<file path="config.mk">
export PLATFORM = sky130hd
export DESIGN_NAME = axi_10g_ethernet_0_fifo_wr_ctrl
export DESIGN_NICKNAME = d
export VERILOG_FILES = /design/src/rtl/axi_10g_ethernet_0_fifo_wr_ctrl.sv
export SDC_FILE = /design/constraint.sdc
export NUM_CORES = 1
export LEC_CHECK = 0
export ABC_AREA = 0
export CORE_MARGIN = 2
export CORE_UTILIZATION = 48
export CTS_BUF_LIST = sky130_fd_sc_hd__clkbuf_16
export DETAILED_ROUTE_END_ITERATION = 8
export GPL_TIMING_DRIVEN = 0
export PLACE_DENSITY = 0.85
export SYNTH_ARGS = -nofsm -noshare
export SYNTH_HDL_FRONTEND = slang
export SYNTH_SLANG_ARGS = --single-unit
</file>
<file path="constraint.sdc">
create_clock -name wr_clk -period 8.6 [get_ports wr_clk]
set_clock_uncertainty 0.1 [all_clocks]
set_input_delay 1.29 -clock wr_clk [delete_from_list [all_inputs] [get_ports wr_clk]]
set_output_delay 1.29 -clock wr_clk [all_outputs]
set_load 0.1 [all_outputs]
</file>
<file path="src/rtl/axi_10g_ethernet_0_fifo_wr_ctrl.sv">
// rtl/axi_10g_ethernet_0_fifo_wr_ctrl.sv - write-side controller for the 10G receive packet FIFO
module axi_10g_ethernet_0_fifo_wr_ctrl #(
    parameter int ADDR_WIDTH = 9
) (
    input  logic                  wr_clk,
    input  logic                  wr_sreset,
    input  logic [63:0]           rx_axis_tdata,
    input  logic [7:0]            rx_axis_tkeep,
    input  logic                  rx_axis_tvalid,
    input  logic                  rx_axis_tlast,
    input  logic                  rx_axis_tuser,
    input  logic [ADDR_WIDTH-1:0] rd_addr_sync,
    output logic [ADDR_WIDTH-1:0] wr_addr,
    output logic [67:0]           wr_data,
    output logic                  wr_allow,
    output logic [ADDR_WIDTH-1:0] wr_commit_addr,
    output logic                  wr_commit_toggle,
    output logic                  fifo_full,
    output logic [15:0]           frames_dropped,
    output logic                  overflow_pulse
);

    typedef enum logic [1:0] {IDLE, WRITE, DROP} state_t;

    state_t                  state, state_nxt;
    logic [ADDR_WIDTH-1:0]   ptr, ptr_nxt, ptr_inc;
    logic [ADDR_WIDTH-1:0]   commit, commit_nxt;
    logic                    full;
    logic                    do_write, do_commit, do_drop, do_ovf;

    // Valid byte count mod 8; tkeep is contiguous so a popcount is exact.
    function automatic logic [2:0] keep_code(input logic [7:0] k);
        logic [3:0] n;
        n = 4'd0;
        for (int i = 0; i < 8; i++) begin
            n = n + {3'b000, k[i]};
        end
        return n[2:0];
    endfunction

    assign ptr_inc        = ptr + {{(ADDR_WIDTH-1){1'b0}}, 1'b1};
    assign full           = (ptr_inc == rd_addr_sync);
    assign wr_commit_addr = commit;

    // Next-state: accept, roll back or discard each incoming beat.
    always_comb begin
        state_nxt  = state;
        ptr_nxt    = ptr;
        commit_nxt = commit;
        do_write   = 1'b0;
        do_commit  = 1'b0;
        do_drop    = 1'b0;
        do_ovf     = 1'b0;
        case (state)
            IDLE, WRITE: begin
                if (rx_axis_tvalid) begin
                    if (!full) begin
                        do_write = 1'b1;
                        ptr_nxt  = ptr_inc;
                        if (!rx_axis_tlast) begin
                            state_nxt = WRITE;
                        end else if (rx_axis_tuser) begin
                            commit_nxt = ptr_inc;
                            do_commit  = 1'b1;
                            state_nxt  = IDLE;
                        end else begin
                            // Bad frame: last word lands in RAM but is never published.
                            ptr_nxt   = commit;
                            do_drop   = 1'b1;
                            state_nxt = IDLE;
                        end
                    end else begin
                        ptr_nxt   = commit;
                        do_ovf    = 1'b1;
                        do_drop   = 1'b1;
                        state_nxt = rx_axis_tlast ? IDLE : DROP;
                    end
                end
            end
            DROP: begin
                if (rx_axis_tvalid && rx_axis_tlast) begin
                    state_nxt = IDLE;
                end
            end
            default: state_nxt = IDLE;
        endcase
    end

    // State, pointers and registered RAM write port / status outputs.
    always_ff @(posedge wr_clk) begin
        if (wr_sreset) begin
            state            <= IDLE;
            ptr              <= '0;
            commit           <= '0;
            wr_allow         <= 1'b0;
            wr_addr          <= '0;
            wr_data          <= '0;
            wr_commit_toggle <= 1'b0;
            fifo_full        <= 1'b0;
            frames_dropped   <= 16'd0;
            overflow_pulse   <= 1'b0;
        end else begin
            state            <= state_nxt;
            ptr              <= ptr_nxt;
            commit           <= commit_nxt;
            wr_allow         <= do_write;
            if (do_write) begin
                wr_addr <= ptr;
                wr_data <= {rx_axis_tlast, keep_code(rx_axis_tkeep), rx_axis_tdata};
            end
            wr_commit_toggle <= wr_commit_toggle ^ do_commit;
            fifo_full        <= full;
            if (do_drop) begin
                frames_dropped <= frames_dropped + 16'd1;
            end
            overflow_pulse   <= do_ovf;
        end
    end

endmodule

</file>
==> images/placed.png <==
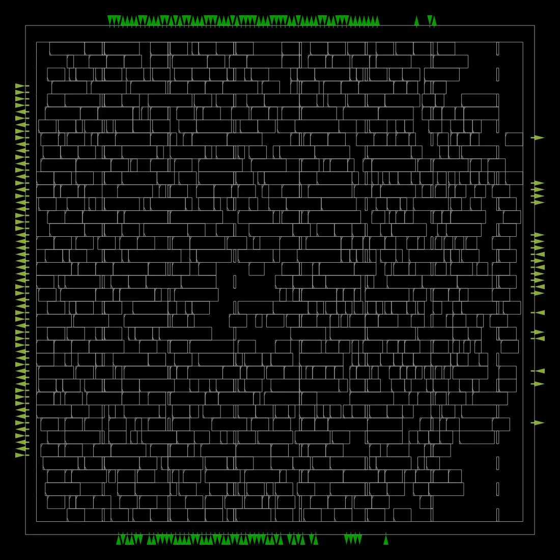
Core Util, Final: 75.5%
Tap Cells: 136
Post-Layout Cell Count: 887
registers: 117

==> images/route_heat.png <==
Bar = 20 um. 21 x 21 tiles, from black (low) to pale yellow (high), scaled to the fullest tile. Values are wire area over tile area, all layers added.
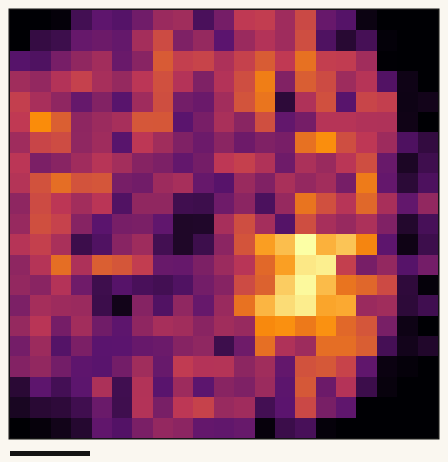
- tiles over half the peak: 23%
- mean over tiles: 0.22
- nearly empty tiles: 7.7%
- fullest tile: 0.59
Avg WL per Cell: 16.9 um
total number of vias: 4,741
gr usage total: 26.5%
drt total wl: 15,000 um

==> Slide: Implementation Results <==
Implementation Results

Final timing
  • Worst setup margin: 4.60 ns
  • Final Max Slew Viols: 0
  • Final min period: 4.00 ns
  • Fin. Hold Viols: 0
  • Fin crit share: 46.6%
  • Final hold slack: 0.366 ns
  • Final setup violation count: 0
  • Max-slew headroom: 31.1%

Global routing
  • First-pass GRT wire length: 23,700 um
  • GRT met2 Usage: 46.6%
  • Largest net degree at the start of global routing: 17
  • Grt total ovfl: 0

Layout
  • Share of cells above drive strength 1: 7.59%
  • Commonest Layout Cell: clkdlybuf4s50_1
  • Diode count: 0
  • Design area: 0.00776 sq mm
  • Synthesis-to-finish area growth: 52.8%
  • Top Layout Cells: clkdlybuf4s50_1, dfxtp_1, nor2_1
  • Largest Register: wr_data
  • Biggest regs: wr_data: 68 flops, frames_dropped: 16 flops

Worst setup path
  • WP buf/inv: 3
  • WP data arrival: 4.21 ns
  • CP startpoint: rx_axis_tkeep[0]
  • Startpoint Class: input pin
  • CP endpoint: wr_data[66]
  • Worst r2r dst: ptr[4]
  • Worst reg-to-reg setup slack: 5.39 ns
  • Stages on worst setup path: 10
  • CP Cell Sequence: clkdlybuf4s50_1 > fa_1 > inv_1 > fa_1 > fa_1 > inv_1 > ha_1 > fa_1 > xnor2_1 > a211oi_1
  • Crit-path max FO: 1
  • CP endpoint kind: register
  • Slowest-stage cell, CP: fa_1
  • Required @ worst endpoint: 8.81 ns
  • R2R depth: 9
  • Setup CP Type: in -> reg
  • Slowest Stage Delay on Critical Path: 0.54 ns
  • R2R Path Start: ptr[0]

CTS
  • CTS root buf: clkbuf_16
  • Hold_buf cts: 0
  • H-tree depth: 4
  • Post-CTS Repair Setup Buffers: 0
  • CTS Buffer Depth: 2
  • Resize count post-CTS: 0
  • CTS clock-pin slew for the worst setup and hold paths: 0.05 ns
  • Cts bufs inserted: 17

Logic synthesis
  • Yosys chip area: 0.00508 sq mm
  • Synth warn: 0
  • Cells after Synth: 530
  • Fraction of registers with async set/reset: 0%
  • Post-synth seq share: 46.1%
  • Synthesized cell area: 0.00508 sq mm
  • Ao+oa area frac: 9.14%
  • Yosys cell types: 49
  • Ys flops: 117
  • Post-Synth XOR/XNOR Area: 3.62%
  • Dominant comb cell: multiplexers
  • Synth Area per Inst: 9.58 sq um
  • Mux share: 16.8%
  • Ranking of synthesized cells by area: dfxtp_1, mux2i_1, nor2_1, xnor2_1, a21oi_1

Floorplan
  • Fp util: 49.4%
  • # rows: 37
  • Die Area: 0.0114 sq mm
  • Die Y: 107 um
  • Core area: 0.0103 sq mm
  • Die width: 107 um

Run status
  • Status: finished clean

Hold path
  • Worst min-delay path category: reg -> reg

Power and ir drop
  • Total power: 1.69 mW
  • Peak supply drop: 196 uV

Routing
  • Residual DRC: 0
  • Met2 WL: 7720 um
  • Routed Antenna Nets: 0
  • Highest routed layer: met4

Placed design
  • DP Cell Count: 856
  • Detail Placement HPWL: 10,700 um
  • Placed Area: 0.00715 sq mm
  • Dpl ws: 4.17 ns
  • Routability cong.: 0.807
==> images/ff_map.png <==
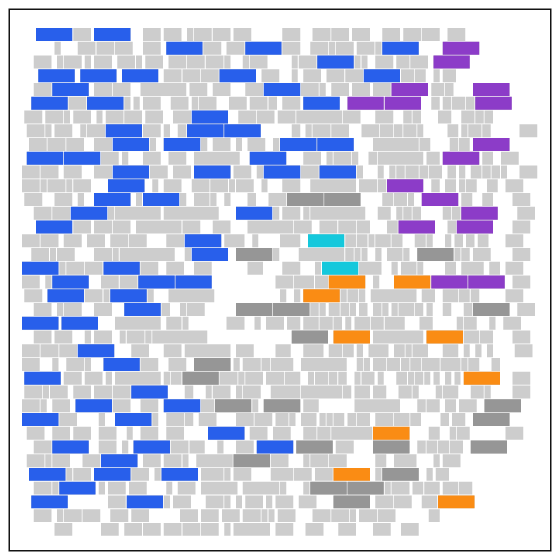
- cyan: `state` (flops 2)
- purple: `frames_dropped` (flops 16)
- orange: `ptr` (flops 9)
- blue: `wr_data` (flops 68)
- not colored: 22
Seq group: 585 uW
FF+latch area: 0.00234 sq mm
Seq/total area: 30.2%

-- power by group --
part           switching (mW)  internal (mW)
Combinational           0.259          0.117
Clock                   0.253          0.481
Sequential             0.0158          0.569
-- worst min-delay path by stage --
stage                to     start  depth (start not counted)
6_report       state[0]  state[1]                          1
3_3_place_gp   state[0]  state[1]                          1
5_1_grt        state[0]  state[1]                          1
2_1_floorplan  state[0]  state[1]                          1
4_1_cts        state[0]  state[1]                          1
3_5_place_dp   state[0]  state[1]                          1
-- cell type report --
cell class	count	area, sq um
Tap cell	136	170
Fill cell	746	2510
Clock inverter	14	186
Sequential cell	117	2340
Buffer	37	186
Clock buffer	17	425
Inverter	18	67.6
Timing Repair Buffer	190	1900
Multi-Input combinational cell	358	2480
Power and IR drop assume default switching activity.
